File: config.mk
export PLATFORM = sky130hd
export DESIGN_NAME = mc_b_drain
export DESIGN_NICKNAME = d
export VERILOG_FILES = /design/src/rtl/mc_b_drain.sv
export SDC_FILE = /design/constraint.sdc
export NUM_CORES = 1
export LEC_CHECK = 0
export CAP_MARGIN = 10
export CORE_ASPECT_RATIO = 1.4
export CORE_MARGIN = 3
export CORE_UTILIZATION = 35
export CTS_CLUSTER_DIAMETER = 40
export DETAILED_ROUTE_END_ITERATION = 16
export SYNTH_ARGS = -nofsm -noshare
export SYNTH_HDL_FRONTEND = slang
export SYNTH_SLANG_ARGS = --single-unit
File: constraint.sdc
create_clock -name clock -period 2.4 [get_ports clock]
set_clock_uncertainty 0.15 [all_clocks]
set_input_delay 0.24 -clock clock [delete_from_list [all_inputs] [get_ports clock]]
set_output_delay 0.24 -clock clock [all_outputs]
set_load 0.02 [all_outputs]
File: src/rtl/mc_b_drain.sv
// Snoops memory-B writes into a private result buffer and, on Start, streams the
// captured words out in ascending address order with a running checksum and count.
module mc_b_drain #(
    parameter int DATA_W = 8,
    parameter int DEPTH  = 4,
    parameter int ADDR_W = 2
) (
    input  logic                     clock,
    input  logic                     Reset,
    input  logic                     WEB,
    input  logic [ADDR_W-1:0]        AddrB,
    input  logic [DATA_W-1:0]        DataInB,
    input  logic                     Start,
    output logic [DATA_W-1:0]        DOut,
    output logic                     DValid,
    input  logic                     DReady,
    output logic                     Busy,
    output logic                     DrainDone,
    output logic                     StartErr,
    output logic                     Overrun,
    output logic [DATA_W+ADDR_W-1:0] Checksum,
    output logic [ADDR_W:0]          Count
);

    localparam logic [0:0] COLLECT = 1'b0;
    localparam logic [0:0] DRAIN   = 1'b1;

    logic [0:0]               state;
    logic [DATA_W-1:0]        mem [DEPTH];
    logic [DEPTH-1:0]         mask;
    logic [ADDR_W-1:0]        ptr;
    logic [DATA_W-1:0]        dout;
    logic                     dvalid;
    logic                     drain_done;
    logic                     start_err;
    logic                     overrun;
    logic [DATA_W+ADDR_W-1:0] checksum;
    logic [ADDR_W:0]          count;

    logic [DEPTH-1:0]         wr_bit;
    logic [DEPTH-1:0]         mask_in;
    logic [DEPTH-1:0]         mask_rest;
    logic [ADDR_W-1:0]        first;
    logic [ADDR_W-1:0]        next;
    logic [DATA_W-1:0]        first_word;

    function automatic logic [ADDR_W-1:0] lowest(input logic [DEPTH-1:0] m);
        logic [ADDR_W-1:0] idx;
        idx = '0;
        for (int i = DEPTH - 1; i >= 0; i--) begin
            if (m[i]) idx = ADDR_W'(i);
        end
        return idx;
    endfunction

    // A write in the Start cycle must be visible to the first word, so forward it.
    always_comb begin
        wr_bit = '0;
        if (WEB) wr_bit[AddrB] = 1'b1;
        mask_in    = mask | wr_bit;
        first      = lowest(mask_in);
        first_word = (WEB && (AddrB == first)) ? DataInB : mem[first];
        mask_rest  = mask & ~(DEPTH'(1) << ptr);
        next       = lowest(mask_rest);
    end

    always_ff @(posedge clock) begin
        if (state == COLLECT && WEB) mem[AddrB] <= DataInB;
    end

    always_ff @(posedge clock) begin
        if (Reset) begin
            state      <= COLLECT;
            mask       <= '0;
            ptr        <= '0;
            dout       <= '0;
            dvalid     <= 1'b0;
            drain_done <= 1'b0;
            start_err  <= 1'b0;
            overrun    <= 1'b0;
            checksum   <= '0;
            count      <= '0;
        end else begin
            drain_done <= 1'b0;
            start_err  <= 1'b0;
            if (state == COLLECT) begin
                mask <= mask_in;
                if (Start) begin
                    if (|mask_in) begin
                        state    <= DRAIN;
                        ptr      <= first;
                        dout     <= first_word;
                        dvalid   <= 1'b1;
                        checksum <= '0;
                        count    <= '0;
                        overrun  <= 1'b0;
                    end else begin
                        start_err <= 1'b1;
                    end
                end
            end else begin
                if (WEB) overrun <= 1'b1;
                if (dvalid && DReady) begin
                    checksum <= checksum + (DATA_W+ADDR_W)'(dout);
                    count    <= count + 1'b1;
                    mask     <= mask_rest;
                    if (|mask_rest) begin
                        ptr  <= next;
                        dout <= mem[next];
                    end else begin
                        dvalid     <= 1'b0;
                        state      <= COLLECT;
                        drain_done <= 1'b1;
                    end
                end
            end
        end
    end

    assign DOut      = dout;
    assign DValid    = dvalid;
    assign Busy      = (state == DRAIN);
    assign DrainDone = drain_done;
    assign StartErr  = start_err;
    assign Overrun   = overrun;
    assign Checksum  = checksum;
    assign Count     = count;

endmodule

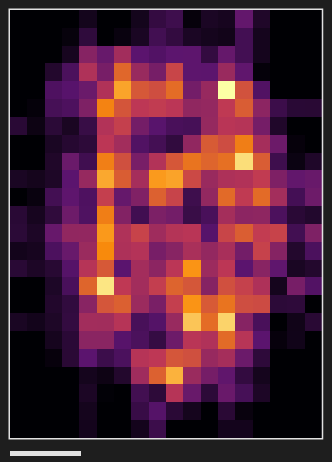
(signal metal coverage by tile)
Scale bar: 20 µm. The die is cut into 18 by 24 equal tiles; black is low, pale yellow is high, scaled to the fullest tile. Values are wire area over tile area, all layers added.
The fullest tile reaches 0.48. 23% of the tiles are nearly empty. The densest ninth of the die: middle. The mean over all tiles is 0.12. 17% of the tiles are over half the peak. The emptiest ninth of the die: bottom left.
Total Routing Usage GR: 16.4%
Avg WL per Cell: 17.2 µm

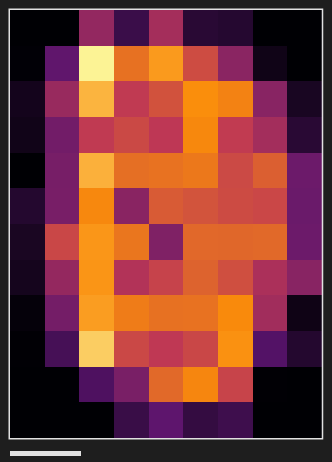
(local utilization)
Scale bar: 20 µm. The die is cut into 9 by 12 equal tiles; black is low, pale yellow is high, 0 to 100% covered.
17% of the tiles are nearly empty. 9.3% of the tiles are over 75% full. The fullest tile reaches 97%. The emptiest ninth of the die: bottom left. The mean over all tiles is 39%. The densest ninth of the die: middle.
Final Core Density: 47.0%
Initial Util: 36.4%
Core Region: 9130 µm²

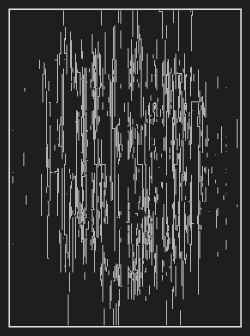
(the metal 2 layer)
The layer carries 4150 µm of wire. 336 nets have wire on it. The longest straight run is 47.1 µm. The wires run mostly vertical.

==> qor.txt <==
status = finished clean
number of clock buffers in the layout = 12
bufs w/o clock = 67
worst hold start = Overrun$_SDFFE_PP0P_
final instance area = 4300 µm²
num sequential = 64
Synth mux share = 11.5%
grt met3 use = 3.26%
Net Sw Frac = 24.8%
number of placed instances, taps included = 468
area leader, netlist = edfxtp_1
Fillers = 880
highest metal used = met4
origin of the critical flop-to-flop path = ptr[0]$_SDFFE_PP0P_
crit start category = register
dominant kind of cell = sequential cells
# IOs = 41
post-synthesis cell count = 313
combinational share of cell area = 37.4%
Slew @ Worst Pin = 0.462 ns
Reg-to-Reg End = DOut[4]$_SDFFE_PP0P_
die height = 121 µm
via total after detailed routing = 2664
post-CTS setup buffer count = 0
Post-CTS Hold Buffers = 0
# diodes = 0
Synth top cells by count = nor2_1 (34), dfxtp_1 (32), edfxtp_1 (32), nand2_1 (19), mux2i_1 (18)
adder share = 3.99%
Post-CTS Resized = 1
Cell Chain, Critical Path = buf_4 -> mux2_1 -> nand2_1 -> o31ai_1 -> and2_1 -> a221oi_1 -> a211oi_1
f_max = 440 MHz
Syn-to-layout area delta = 29.2%
slew margin rel. = 69.2%
Top cells excl fill/tap = clkdlybuf4s50_1 (40), nor2_1 (34), edfxtp_1 (32)
internal power = 2.35 mW
biggest area cells = edfxtp_1 (29%), dfxtp_1 (19%), mux2i_1 (5.4%), mux2_1 (4.4%), nor2_1 (3.8%)
Pleak = 1.59 nW
stages on the worst setup path = 7
PortBufs = 40
critical path class = register to register
Most flops, register = mem
Clock transition at path regs = 0.05 ns
max reg flops = 32
total CTS buffers = 9
largest net degree at the start of global routing = 19
cell area after synthesis = 3330 µm²
non-filler instance count after layout = 484
final worst-path setup slack = 0.126 ns
Min-Delay Endpoint = Overrun$_SDFFE_PP0P_
Dominant flop cell = edfxtp_1
critical path's largest stage delay = 0.47 ns
crit path launch = ptr[0]$_SDFFE_PP0P_
Max-Cap Viols = 0
initial antenna violation count = 0
Power Sequential = 1.25 mW
tool warnings = 27
DRC Markers = 0
sequential power share = 40.0%
Clock power frac = 43.1%
CTS tree = done
Clock-cell share = 7.11%
setup TNS = 0 ns
clk root buf = clkbuf_16
met2 Use GR = 26.9%
hold path depth = 2
switching pwr = 0.776 mW
hpwl dp = 5910 µm
Well Taps = 107
post-synth cell types = 57
Worst Path Required = 2.45 ns
Routed WL = 8300 µm
count leader, synth = nor2_1
Yosys Instances = 313
VDD IR max = 0.413 mV
AND-OR/OR-AND Cells, Area Fraction = 16.2%
gpl congestion = 0.753
global-route wire length before repair = 13200 µm
Hold Slack = 0.327 ns
share of layout cells above drive strength 1 = 13.8%
xor/xnor share = 1.84%
flop2flop setup slack = 0.13 ns
Met2 Wirelength = 4150 µm
ys async rst share = 0%
Non-clk invs = 8
Fin. Hold Viols = 0
Max Fanout on Critical Path = 9
Area after DPL = 3980 µm²
fin crit share = 94.7%
# setup viols final = 0
vias in the first global route = 2711
Gate Area = 1610 µm²
max-slew violations = 0
die width = 88.4 µm
post-synth area from yosys stat = 3330 µm²
Yosys reg bits = 64
Longest Clk Path Bufs = 2
CP endpoint kind = register
clock sinks = 64
combinational share of power = 16.8%
NonClk Buf Share = 14.3%
Reg area = 1610 µm²
chip area = 10700 µm²
NumNets Final = 397
Final min period = 2.27 ns
Tot Pwr = 3.13 mW
largest power group = clock
DR WL met3 = 316 µm
Logic family by area = AND-OR/OR-AND gates
unrepaired setup endpoints after global routing = yes
First-pass DRT Iterations = 4
area share, top type = 28.9%
and+or+nand+nor area frac = 14.3%
WP buf/inv = 1
Clock Latency Late Sink = 0.33 ns
Synth Seq Share = 48.2%
Post-synth EDFFs = 32
Hold Crit Class = register to register
cell depth of the worst flop-to-flop path = 7
Initial DRC Count = 144
GR peak layer = met2
Syn Area/Cell = 10.6 µm²
met1 wire length = 3550 µm
CP max stage cell = dfxtp_1
post-route ant nets = 0
Site Rows = 41
Power and IR drop assume default switching activity.
